**config.mk**
```make
export PLATFORM = sky130hd
export DESIGN_NAME = uart_program_loader
export DESIGN_NICKNAME = d
export VERILOG_FILES = /design/src/rtl/common.sv /design/src/rtl/uart_rx.sv /design/src/rtl/uart_program_loader.sv
export SDC_FILE = /design/constraint.sdc
export NUM_CORES = 1
export LEC_CHECK = 0
export CORE_UTILIZATION = 35
export CTS_BUF_LIST = sky130_fd_sc_hd__clkbuf_4 sky130_fd_sc_hd__clkbuf_8 sky130_fd_sc_hd__clkbuf_16
export DETAILED_ROUTE_END_ITERATION = 12
export PLACE_DENSITY_LB_ADDON = 0.15
export SETUP_SLACK_MARGIN = 0.3
export SLEW_MARGIN = 20
export SYNTH_ARGS = -nofsm -noshare
export SYNTH_HDL_FRONTEND = slang
export SYNTH_SLANG_ARGS = --single-unit
```
**constraint.sdc**
```tcl
create_clock -name clk -period 8.2 [get_ports clk]
set_clock_uncertainty 0.15 [all_clocks]
set_input_delay 1.64 -clock clk [delete_from_list [all_inputs] [get_ports clk]]
set_output_delay 1.64 -clock clk [all_outputs]
set_load 0.1 [all_outputs]
```
**src/rtl/common.sv**
```systemverilog
// Shared types for the UART program loader.
//   loader_state_type  : loader FSM states (length header, data, finished)
//   uart_rx_state_type : serial receiver states
package common;

    typedef enum logic [1:0] {
        LEN_LO,
        LEN_HI,
        DATA,
        DONE
    } loader_state_type;

    typedef enum logic [1:0] {
        RX_IDLE,
        RX_START,
        RX_DATA,
        RX_STOP
    } uart_rx_state_type;

endpackage

```
**src/rtl/uart_rx.sv**
```systemverilog
// 8N1 serial receiver.
//   clk, reset          : system clock, async active-high reset
//   io_rx               : asynchronous serial line, idle high
//   byte_valid          : 1-cycle pulse, byte_data holds the received byte
//   byte_data           : last good byte
//   frame_error_pulse   : 1-cycle pulse when a stop bit samples low
module uart_rx
    import common::*;
#(
    parameter int CLKS_PER_BIT = 16
) (
    input  logic       clk,
    input  logic       reset,
    input  logic       io_rx,
    output logic       byte_valid,
    output logic [7:0] byte_data,
    output logic       frame_error_pulse
);

    localparam int CNT_W = (CLKS_PER_BIT > 1) ? $clog2(CLKS_PER_BIT) : 1;
    localparam logic [CNT_W-1:0] FULL_CNT = CNT_W'(CLKS_PER_BIT - 1);
    localparam logic [CNT_W-1:0] HALF_CNT = CNT_W'(CLKS_PER_BIT / 2 - 1);

    uart_rx_state_type state;
    logic             rx_meta, rx_sync, rx_prev;
    logic [CNT_W-1:0] cnt;
    logic [2:0]       bit_idx;
    logic [7:0]       shift_reg;

    always_ff @(posedge clk or posedge reset) begin
        if (reset) begin
            state             <= RX_IDLE;
            rx_meta           <= 1'b1;
            rx_sync           <= 1'b1;
            rx_prev           <= 1'b1;
            cnt               <= '0;
            bit_idx           <= '0;
            shift_reg         <= '0;
            byte_valid        <= 1'b0;
            byte_data         <= '0;
            frame_error_pulse <= 1'b0;
        end else begin
            rx_meta           <= io_rx;
            rx_sync           <= rx_meta;
            rx_prev           <= rx_sync;
            byte_valid        <= 1'b0;
            frame_error_pulse <= 1'b0;
            case (state)
                RX_IDLE: begin
                    // falling edge on the synchronized line marks a start bit
                    if (rx_prev && !rx_sync) begin
                        state <= RX_START;
                        cnt   <= '0;
                    end
                end
                RX_START: begin
                    if (cnt == HALF_CNT) begin
                        cnt     <= '0;
                        bit_idx <= '0;
                        // line back high at mid start bit: glitch, not a frame
                        state   <= rx_sync ? RX_IDLE : RX_DATA;
                    end else begin
                        cnt <= cnt + 1'b1;
                    end
                end
                RX_DATA: begin
                    if (cnt == FULL_CNT) begin
                        cnt       <= '0;
                        shift_reg <= {rx_sync, shift_reg[7:1]};
                        bit_idx   <= bit_idx + 1'b1;
                        if (bit_idx == 3'd7) state <= RX_STOP;
                    end else begin
                        cnt <= cnt + 1'b1;
                    end
                end
                RX_STOP: begin
                    if (cnt == FULL_CNT) begin
                        cnt   <= '0;
                        state <= RX_IDLE;
                        if (rx_sync) begin
                            byte_valid <= 1'b1;
                            byte_data  <= shift_reg;
                        end else begin
                            frame_error_pulse <= 1'b1;
                        end
                    end else begin
                        cnt <= cnt + 1'b1;
                    end
                end
                default: state <= RX_IDLE;
            endcase
        end
    end

endmodule

```
**src/rtl/uart_program_loader.sv**
```systemverilog
// Boot loader: receives a 16-bit little-endian word count followed by the
// image bytes over UART, packs them into little-endian 32-bit words and
// writes them to program memory from address 0, holding the CPU meanwhile.
//   clk, reset            : system clock, async active-high reset
//   io_rx                 : serial input
//   prog_write_enable     : 1-cycle write strobe
//   prog_address          : byte address of the write
//   prog_write_data       : assembled word
//   load_active/load_done : CPU hold / image complete
//   frame_error           : sticky, bad stop bit seen
//   length_error          : sticky, header count exceeded MEM_WORDS
module uart_program_loader
    import common::*;
#(
    parameter int CLK_FREQ_HZ = 50_000_000,
    parameter int BAUD_RATE   = 115_200,
    parameter int MEM_WORDS   = 1024
) (
    input  logic        clk,
    input  logic        reset,
    input  logic        io_rx,
    output logic        prog_write_enable,
    output logic [31:0] prog_address,
    output logic [31:0] prog_write_data,
    output logic        load_active,
    output logic        load_done,
    output logic        frame_error,
    output logic        length_error
);

    localparam int          CLKS_PER_BIT = CLK_FREQ_HZ / BAUD_RATE;
    localparam logic [16:0] MAX_WORDS    = 17'(MEM_WORDS);

    logic       byte_valid;
    logic [7:0] byte_data;
    logic       frame_error_pulse;

    uart_rx #(.CLKS_PER_BIT(CLKS_PER_BIT)) u_rx (
        .clk               (clk),
        .reset             (reset),
        .io_rx             (io_rx),
        .byte_valid        (byte_valid),
        .byte_data         (byte_data),
        .frame_error_pulse (frame_error_pulse)
    );

    loader_state_type state;
    logic [7:0]       len_lo;
    logic [15:0]      num_words;
    logic [15:0]      word_index;
    logic [1:0]       byte_idx;
    logic [31:0]      word_buf;
    logic [15:0]      len_word;

    assign len_word = {byte_data, len_lo};

    always_ff @(posedge clk or posedge reset) begin
        if (reset) begin
            state             <= LEN_LO;
            len_lo            <= '0;
            num_words         <= '0;
            word_index        <= '0;
            byte_idx          <= '0;
            word_buf          <= '0;
            prog_write_enable <= 1'b0;
            prog_address      <= '0;
            prog_write_data   <= '0;
            load_active       <= 1'b1;
            load_done         <= 1'b0;
            frame_error       <= 1'b0;
            length_error      <= 1'b0;
        end else begin
            prog_write_enable <= 1'b0;
            if (frame_error_pulse) frame_error <= 1'b1;
            case (state)
                LEN_LO: begin
                    if (byte_valid) begin
                        len_lo <= byte_data;
                        state  <= LEN_HI;
                    end
                end
                LEN_HI: begin
                    if (byte_valid) begin
                        if (len_word == 16'd0) begin
                            // empty image: release immediately
                            state       <= DONE;
                            load_active <= 1'b0;
                            load_done   <= 1'b1;
                        end else if ({1'b0, len_word} > MAX_WORDS) begin
                            length_error <= 1'b1;
                            state        <= LEN_LO;
                        end else begin
                            num_words  <= len_word;
                            word_index <= '0;
                            byte_idx   <= '0;
                            state      <= DATA;
                        end
                    end
                end
                DATA: begin
                    if (byte_valid) begin
                        byte_idx <= byte_idx + 1'b1;
                        if (byte_idx == 2'd3) begin
                            prog_write_enable <= 1'b1;
                            prog_address      <= {14'd0, word_index, 2'b00};
                            prog_write_data   <= {byte_data, word_buf[23:0]};
                            word_index        <= word_index + 1'b1;
                            // release flags follow from DONE one cycle after the strobe
                            if (word_index == num_words - 16'd1) state <= DONE;
                        end else begin
                            word_buf[{byte_idx, 3'b000} +: 8] <= byte_data;
                        end
                    end
                end
                DONE: begin
                    load_active <= 1'b0;
                    load_done   <= 1'b1;
                end
                default: state <= LEN_LO;
            endcase
        end
    end

endmodule

```
==> results.json, run 1 <==
{
  "routedLengthMet1_microns": 6951,
  "rsz0062_at_grt": "false",
  "r2r-start": "num_words[0]$_DFFE_PP0P_",
  "gr-max-usage-layer": "met2",
  "crit_path_start_kind": "register",
  "drc": 0,
  "wl_met2_microns": 7385,
  "p_total_uw": 1781,
  "path_cells": "clkdlybuf4s50_1",
  "syn_inst": 678,
  "core-area_sq_um": 20300,
  "yosysChipArea_sq_um": 7287,
  "required_ns": 6.41,
  "synth.cellmix.compoundShare": 0.07795,
  "cts.sinks": 156,
  "antenna_found_initial": 0,
  "regMostFlops": "prog_write_data",
  "synth.distinct_cells": 59,
  "clk_pin_slew_ns": 0.06,
  "status": "finished, final reports clean",
  "tightest_slew_ns": 0.9740,
  "worst_setup_path_end_kind": "primary output",
  "floorplan.core_util": 0.3590,
  "numSynthFlops": 156,
  "mi_logic_area_sq_um": 3144,
  "insertion_delay_ns": 0.42,
  "flops": 156,
  "tool_warnings": 35,
  "reg.largest.list": "prog_write_data x32, word_buf x24",
  "highest_layer": "met4",
  "die_width_microns": 146.3,
  "synthAdderAreaFrac": 0.02747,
  "fin_tns_setup_ns": 0,
  "relSlewSlack": 0.3486,
  "drv_cap": 0,
  "drt-initial-drc-count": 210,
  "yosys.area_share.simple": 0.1688,
  "dieArea_sq_um": 21400,
  "synth-edff-count": 0,
  "syn2layout_area_growth_pct": 19.30,
  "grt_max_degree": 97,
  "rows": 52,
  "detail-route-antenna-nets": 0,
  "placed_cells": 979,
  "hold_viol_final": 0,
  "antenna_cells": 0,
  "power_density_nw_per_um2": 204.9,
  "synth_top_area_share": 0.5220,
  "first_pass_iters": 4,
  "wl_per_cell_microns": 14.72,
  "clock_area_frac": 0.07340,
  "drive_above_1_share": 0.1658,
  "finalSetupViolCount": 0,
  "worstHoldPathType": "reg2reg",
  "area_leaders": "dfrtp_1 (52%), mux2_2 (11%), nand2_1 (5.3%)",
  "gp_congestion": 0.7977,
  "viasPerCell": 4.899,
  "ys_seq_frac": 0.5364,
  "top_area_cell": "dfrtp_1",
  "cts_resized": 0,
  "max_freq_mhz": 259.4,
  "seq-cell-share": 0.4496,
  "worst_r2r_path_depth": 9,
  "dr_wl_met3_microns": 313,
  "numPortBuffers": 55,
  "cts_hold_buf": 0,
  "r2r_slack_ns": 4.82,
  "grt_usage": 0.1465,
  "cp_num_cells": 1,
  "grt_overflow_total": 0,
  "first_global_vias": 4917,
  "slowest_stage": "clkdlybuf4s50_1",
  "worstPathArrival_ns": 2.07,
  "cts_tree": "yes",
  "max-vdd-ir-drop_v": 0.0001328,
  "htree_num_levels": 4,
  "hp-start": "u_rx.rx_meta$_DFF_PP1_",
  "most-common-layout-cells": "dfrtp_1 (152), nand2_1 (103), mux2_2 (68), o21ai_0 (56), clkdlybuf4s50_1 (55)",
  "max_stage_delay_ns": 1.12,
  "avgSynthCellArea_sq_um": 10.75,
  "numCtsBuffers": 17,
  "finalNetCount": 748
}
run 1: report_power, final:
part	switching [uW]	internal, uW
sequential	28.5	785
clock	322	524
combinational	86.0	36.3
run 1: synth_stat cells (all sizes together) (2+ instances only):
cell type	count
a211oi	3
a21oi	18
a31oi	3
and2	3
and3	7
and4	2
buf	22
clkbuf	21
dfrtp	152
dfstp	4
ha	16
inv	19
mux2	68
mux2i	6
nand2	103
nand2b	8
nand3	18
nand3b	4
nand4	11
nor2	29
nor2b	12
nor3	6
nor3b	7
nor4	9
nor4bb	2
o21ai	59
o22ai	2
o31ai	2
or2	3
or3	9
or4	5
xnor2	14
xor2	14
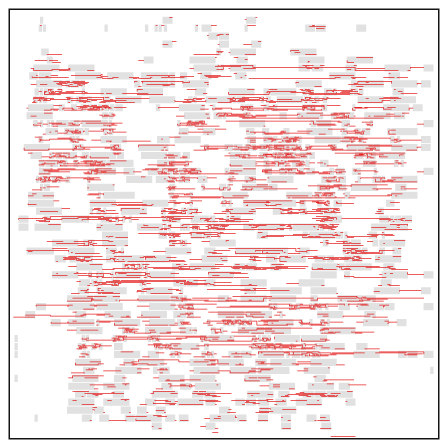
**Above:** run 1 (M1 wires).
The layer holds 47% of the routed length. The wires run mostly horizontal. 682 nets have wire on it.
met1 GRT Util: 0.1928
via count: 4958
Detailed Route WL: 14890 microns

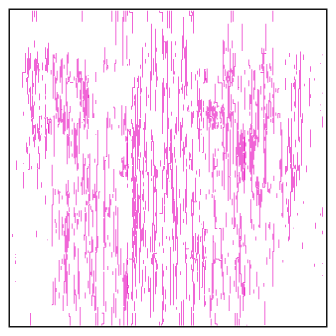
**Above:** run 1 (metal 2).
621 nets have wire on it. The layer carries 7390 microns of wire. The layer holds 50% of the routed length. The wires run mostly vertical. The longest straight run is 61.9 microns.

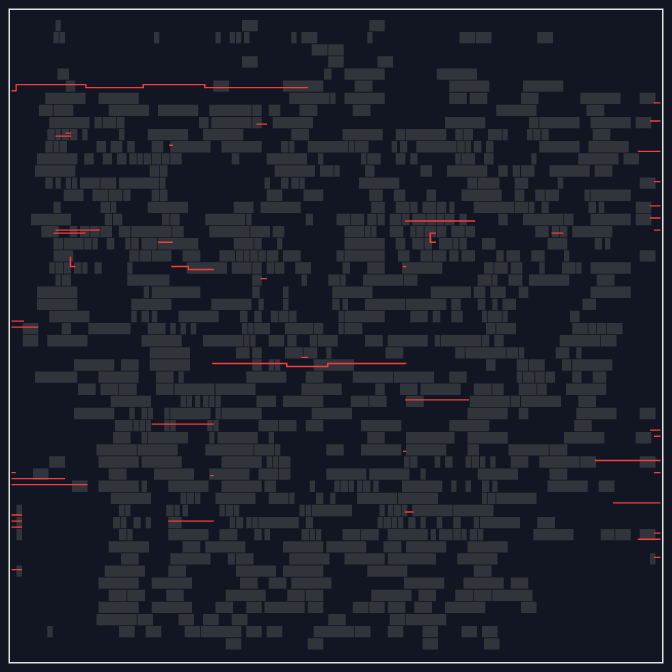
**Above:** run 1 (the metal 3 layer).
The layer holds 2.1% of the routed length. The wires run mostly horizontal. The layer carries 314 microns of wire. 34 nets have wire on it.

==> run 2, diff against run 1 <==
- clock period: 8.2 -> 3.21 ns (I/O delays scaled with it)
==> run 2 against run 1 <==
Combinational power grew to 2.7 times the previous value. Design area grew 0.17%. Critical path depth grew 6. Clock power grew to 2.6 times the previous value. Non-clock buffer count grew 12. Sequential power grew to 2.6 times the previous value. Critical path type is now reg2reg. Critical endpoint is now state[1]$_DFFE_PP0P_. Largest cell class unchanged. Largest power group unchanged.
==> results.json, run 2 <==
{
  "p_seq_frac": 0.452,
  "synth_top_area_share": 0.5220,
  "synth.cellmix.compoundShare": 0.07795,
  "swShare": 0.2337,
  "cts_resized": 0,
  "pg_seq_uw": 2080,
  "relSlewSlack": 0.6453,
  "crit_path_start_kind": "register",
  "cp_num_cells": 7,
  "max_stage_delay_ns": 0.69,
  "synthTopCellsByCount": "dfrtp_1 (152), nand2_1 (103), mux2_2 (68)",
  "drv_cap": 0,
  "synthAdderAreaFrac": 0.02747,
  "syn2layout_area_growth_pct": 19.51,
  "clkPwrFrac": 0.477,
  "numSynthFlops": 156,
  "cts_hold_buf": 0,
  "reg.largest.list": "prog_write_data x32, word_buf x24",
  "path_cells": "or4_1 > nor4_2 > mux2i_1 > a21oi_1 > nor4_2 > o21ai_1 > mux2i_1",
  "p_comb_uw": 326,
  "cts_tree": "yes",
  "p_int_uw": 3524,
  "floorplan.core_util": 0.3590,
  "power.switching_uw": 1075,
  "numPortBuffers": 55,
  "yosys.area_share.simple": 0.1688,
  "yosysMostFrequentCell": "dfrtp_1",
  "status": "finished, final reports clean",
  "htree_num_levels": 4,
  "worstHoldPathType": "reg2reg",
  "synth.distinct_cells": 59,
  "required_ns": 3.35,
  "finalSetupViolCount": 0,
  "r2r-start": "num_words[0]$_DFFE_PP0P_",
  "antenna_cells": 0,
  "power_density_nw_per_um2": 528.1
}
==> run 2: cell counts after synthesis <==
Identical to the previous run, type by type.
==> run 2: through the flow <==
stage,worst slack [ns],utilization,total power (uW),cells,area (sq um)
floorplan,0.4484,-,2377,693,7347
global placement,0.3896,0.3954,2434,992,8026
detailed placement,0.3176,0.3954,2442,992,8026
CTS,0.3078,0.4273,4652,1023,8673
global route,0.2668,0.4290,4790,1023,8708
finish,0.4163,0.4290,4599,1023,8708
==> run 2: per-layer routing <==
layer  vias to the layer above  track usage  routed length [microns]
li1                       2442            -                        -
met1                      2514       0.1933                     6957
met2                        64       0.2574                     7543
met3                        13      0.03688                      428
met4                         0      0.04688                      208
met5                         -            0                        0
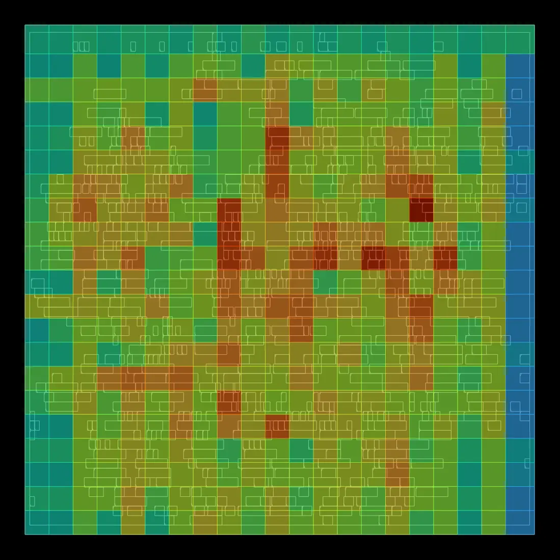
**Above:** run 2 (routing congestion).
GR Util met3: 0.03688
Core Util, Final: 0.4290
met2 Use GR: 0.2574
post-DR wirelength/cell: 14.80 microns

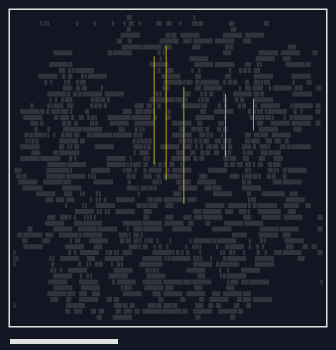
**Above:** run 2 (met4 routing).
Scale bar: 50 microns.
The longest straight run is 61.9 microns. The layer carries 208 microns of wire. 4 nets have wire on it. The wires run mostly vertical.

**Run 2: M1 wires**

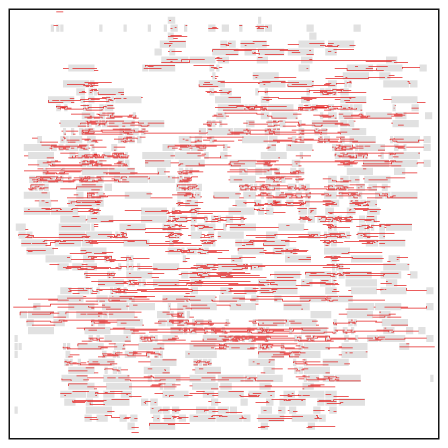

==> run 3, diff against run 2 <==
- ABC_AREA: default -> 0
- CELL_PAD_IN_SITES_DETAIL_PLACEMENT: default -> 0
- CELL_PAD_IN_SITES_GLOBAL_PLACEMENT: default -> 1
- CORE_UTILIZATION: 35 -> 41
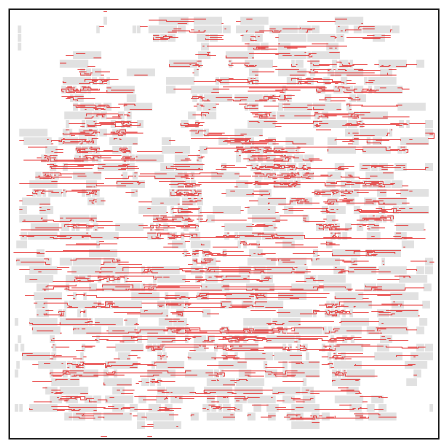
**Above:** run 3 (M1 wires).
The layer carries 6880 microns of wire. The longest straight run is 45.1 microns. The layer holds 47% of the routed length. 667 nets have wire on it.

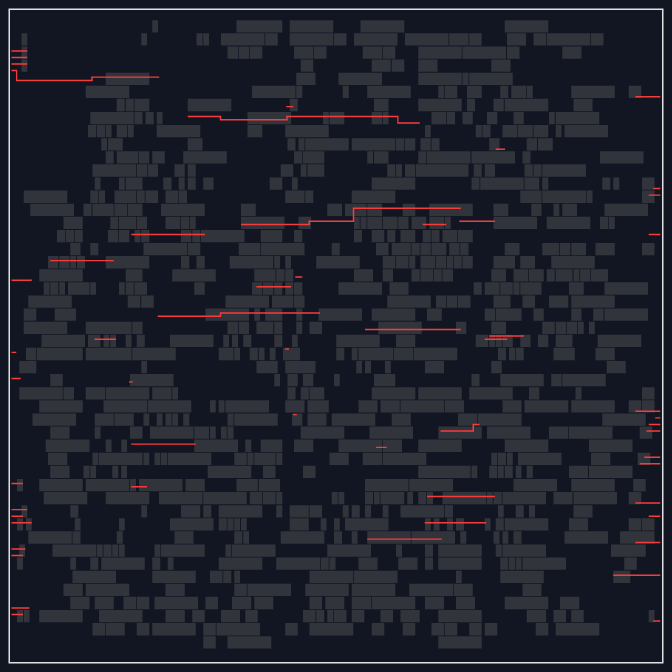
**Above:** run 3 (the metal 3 layer).
The longest straight run is 23.0 microns. The wires run mostly horizontal. The layer holds 2.8% of the routed length. The layer carries 407 microns of wire.
GR Util met3: 0.04190
via count: 4984

==> run 3 against run 2 <==
Wire length shrank 2.6%. Largest cell class unchanged. Highest routed layer unchanged. Core utilization increased by 6.6 points. Total power down 4.5%. Non-clock buffer count is 5 lower. Cell count fell by 4.9%.
==> results.json, run 3 <==
{
  "power_density_nw_per_um2": 513.5,
  "yosys.area_share.simple": 0.1688,
  "power.switching_uw": 1107,
  "r2r_slack_ns": 0.48,
  "final_cell_area_sq_um": 8556,
  "p_comb_uw": 322,
  "placed_area_sq_um": 7945,
  "p_seq_frac": 0.473,
  "crit_path_start_kind": "register",
  "pg_seq_uw": 2080,
  "crit_type": "reg2reg",
  "gr-usage-met2": 0.2840,
  "yosysMostFrequentCell": "dfrtp_1",
  "swShare": 0.2519,
  "p_int_uw": 3287,
  "dp_slack_ns": 0.2943,
  "gp_congestion": 0.8247,
  "worst_slack_ns": 0.4769,
  "comb_share": 0.3696,
  "numPortBuffers": 55,
  "clkPwrFrac": 0.454,
  "synth.distinct_cells": 59,
  "yosys_cells": 678,
  "required_ns": 3.41,
  "reg.largest.list": "prog_write_data x32, word_buf x24",
  "cts_resized": 1,
  "p_total_uw": 4393,
  "nFillCells": 1599,
  "finalSetupViolCount": 0,
  "regMostFlops": "prog_write_data",
  "fin_util": 0.4946,
  "use_met1": 0.2229,
  "synth.cellmix.compoundShare": 0.07795,
  "synthTopCellsByCount": "dfrtp_1 (152), nand2_1 (103), mux2_2 (68)",
  "r2r-start": "u_rx.byte_data[4]$_DFFE_PP0P_",
  "antenna_cells": 0,
  "wl_per_cell_microns": 15.15,
  "detail-route-antenna-nets": 0,
  "routed_wl_microns": 14740,
  "status": "finished, final reports clean",
  "worstHoldPathType": "reg2reg",
  "synthAdderAreaFrac": 0.02747,
  "r2r-end": "word_index[5]$_DFFE_PP0P_",
  "synth_top_area_share": 0.5220,
  "htree_num_levels": 4,
  "path_cells": "or4_4 > nor2_4 > nand3_4 > a2111o_1 > or3_1 > a21oi_1",
  "floorplan.core_util": 0.4213,
  "numSynthFlops": 156
}
[run 3: worst max path at each step]
stage | slack, ns | end | start | cells past startpoint
after floorplan | 0.45 | async pin | reset | 1
after global placement | 0.41 | state[1]$_DFFE_PP0P_ | num_words[0]$_DFFE_PP0P_ | 7
after detailed placement | 0.29 | state[1]$_DFFE_PP0P_ | num_words[0]$_DFFE_PP0P_ | 7
after CTS | 0.38 | state[1]$_DFFE_PP0P_ | num_words[0]$_DFFE_PP0P_ | 7
after global routing | 0.30 | state[0]$_DFFE_PP0P_ | num_words[0]$_DFFE_PP0P_ | 10
final | 0.48 | word_index[5]$_DFFE_PP0P_ | u_rx.byte_data[4]$_DFFE_PP0P_ | 6
[run 3: layer usage]
metal	wire, microns	vias up
li1	-	2428
met1	6875	2467
met3	406	18
met4	284	0
met5	0	-
met2	7171	71
No activity file was given, so power comes from the tool's default toggle rates.
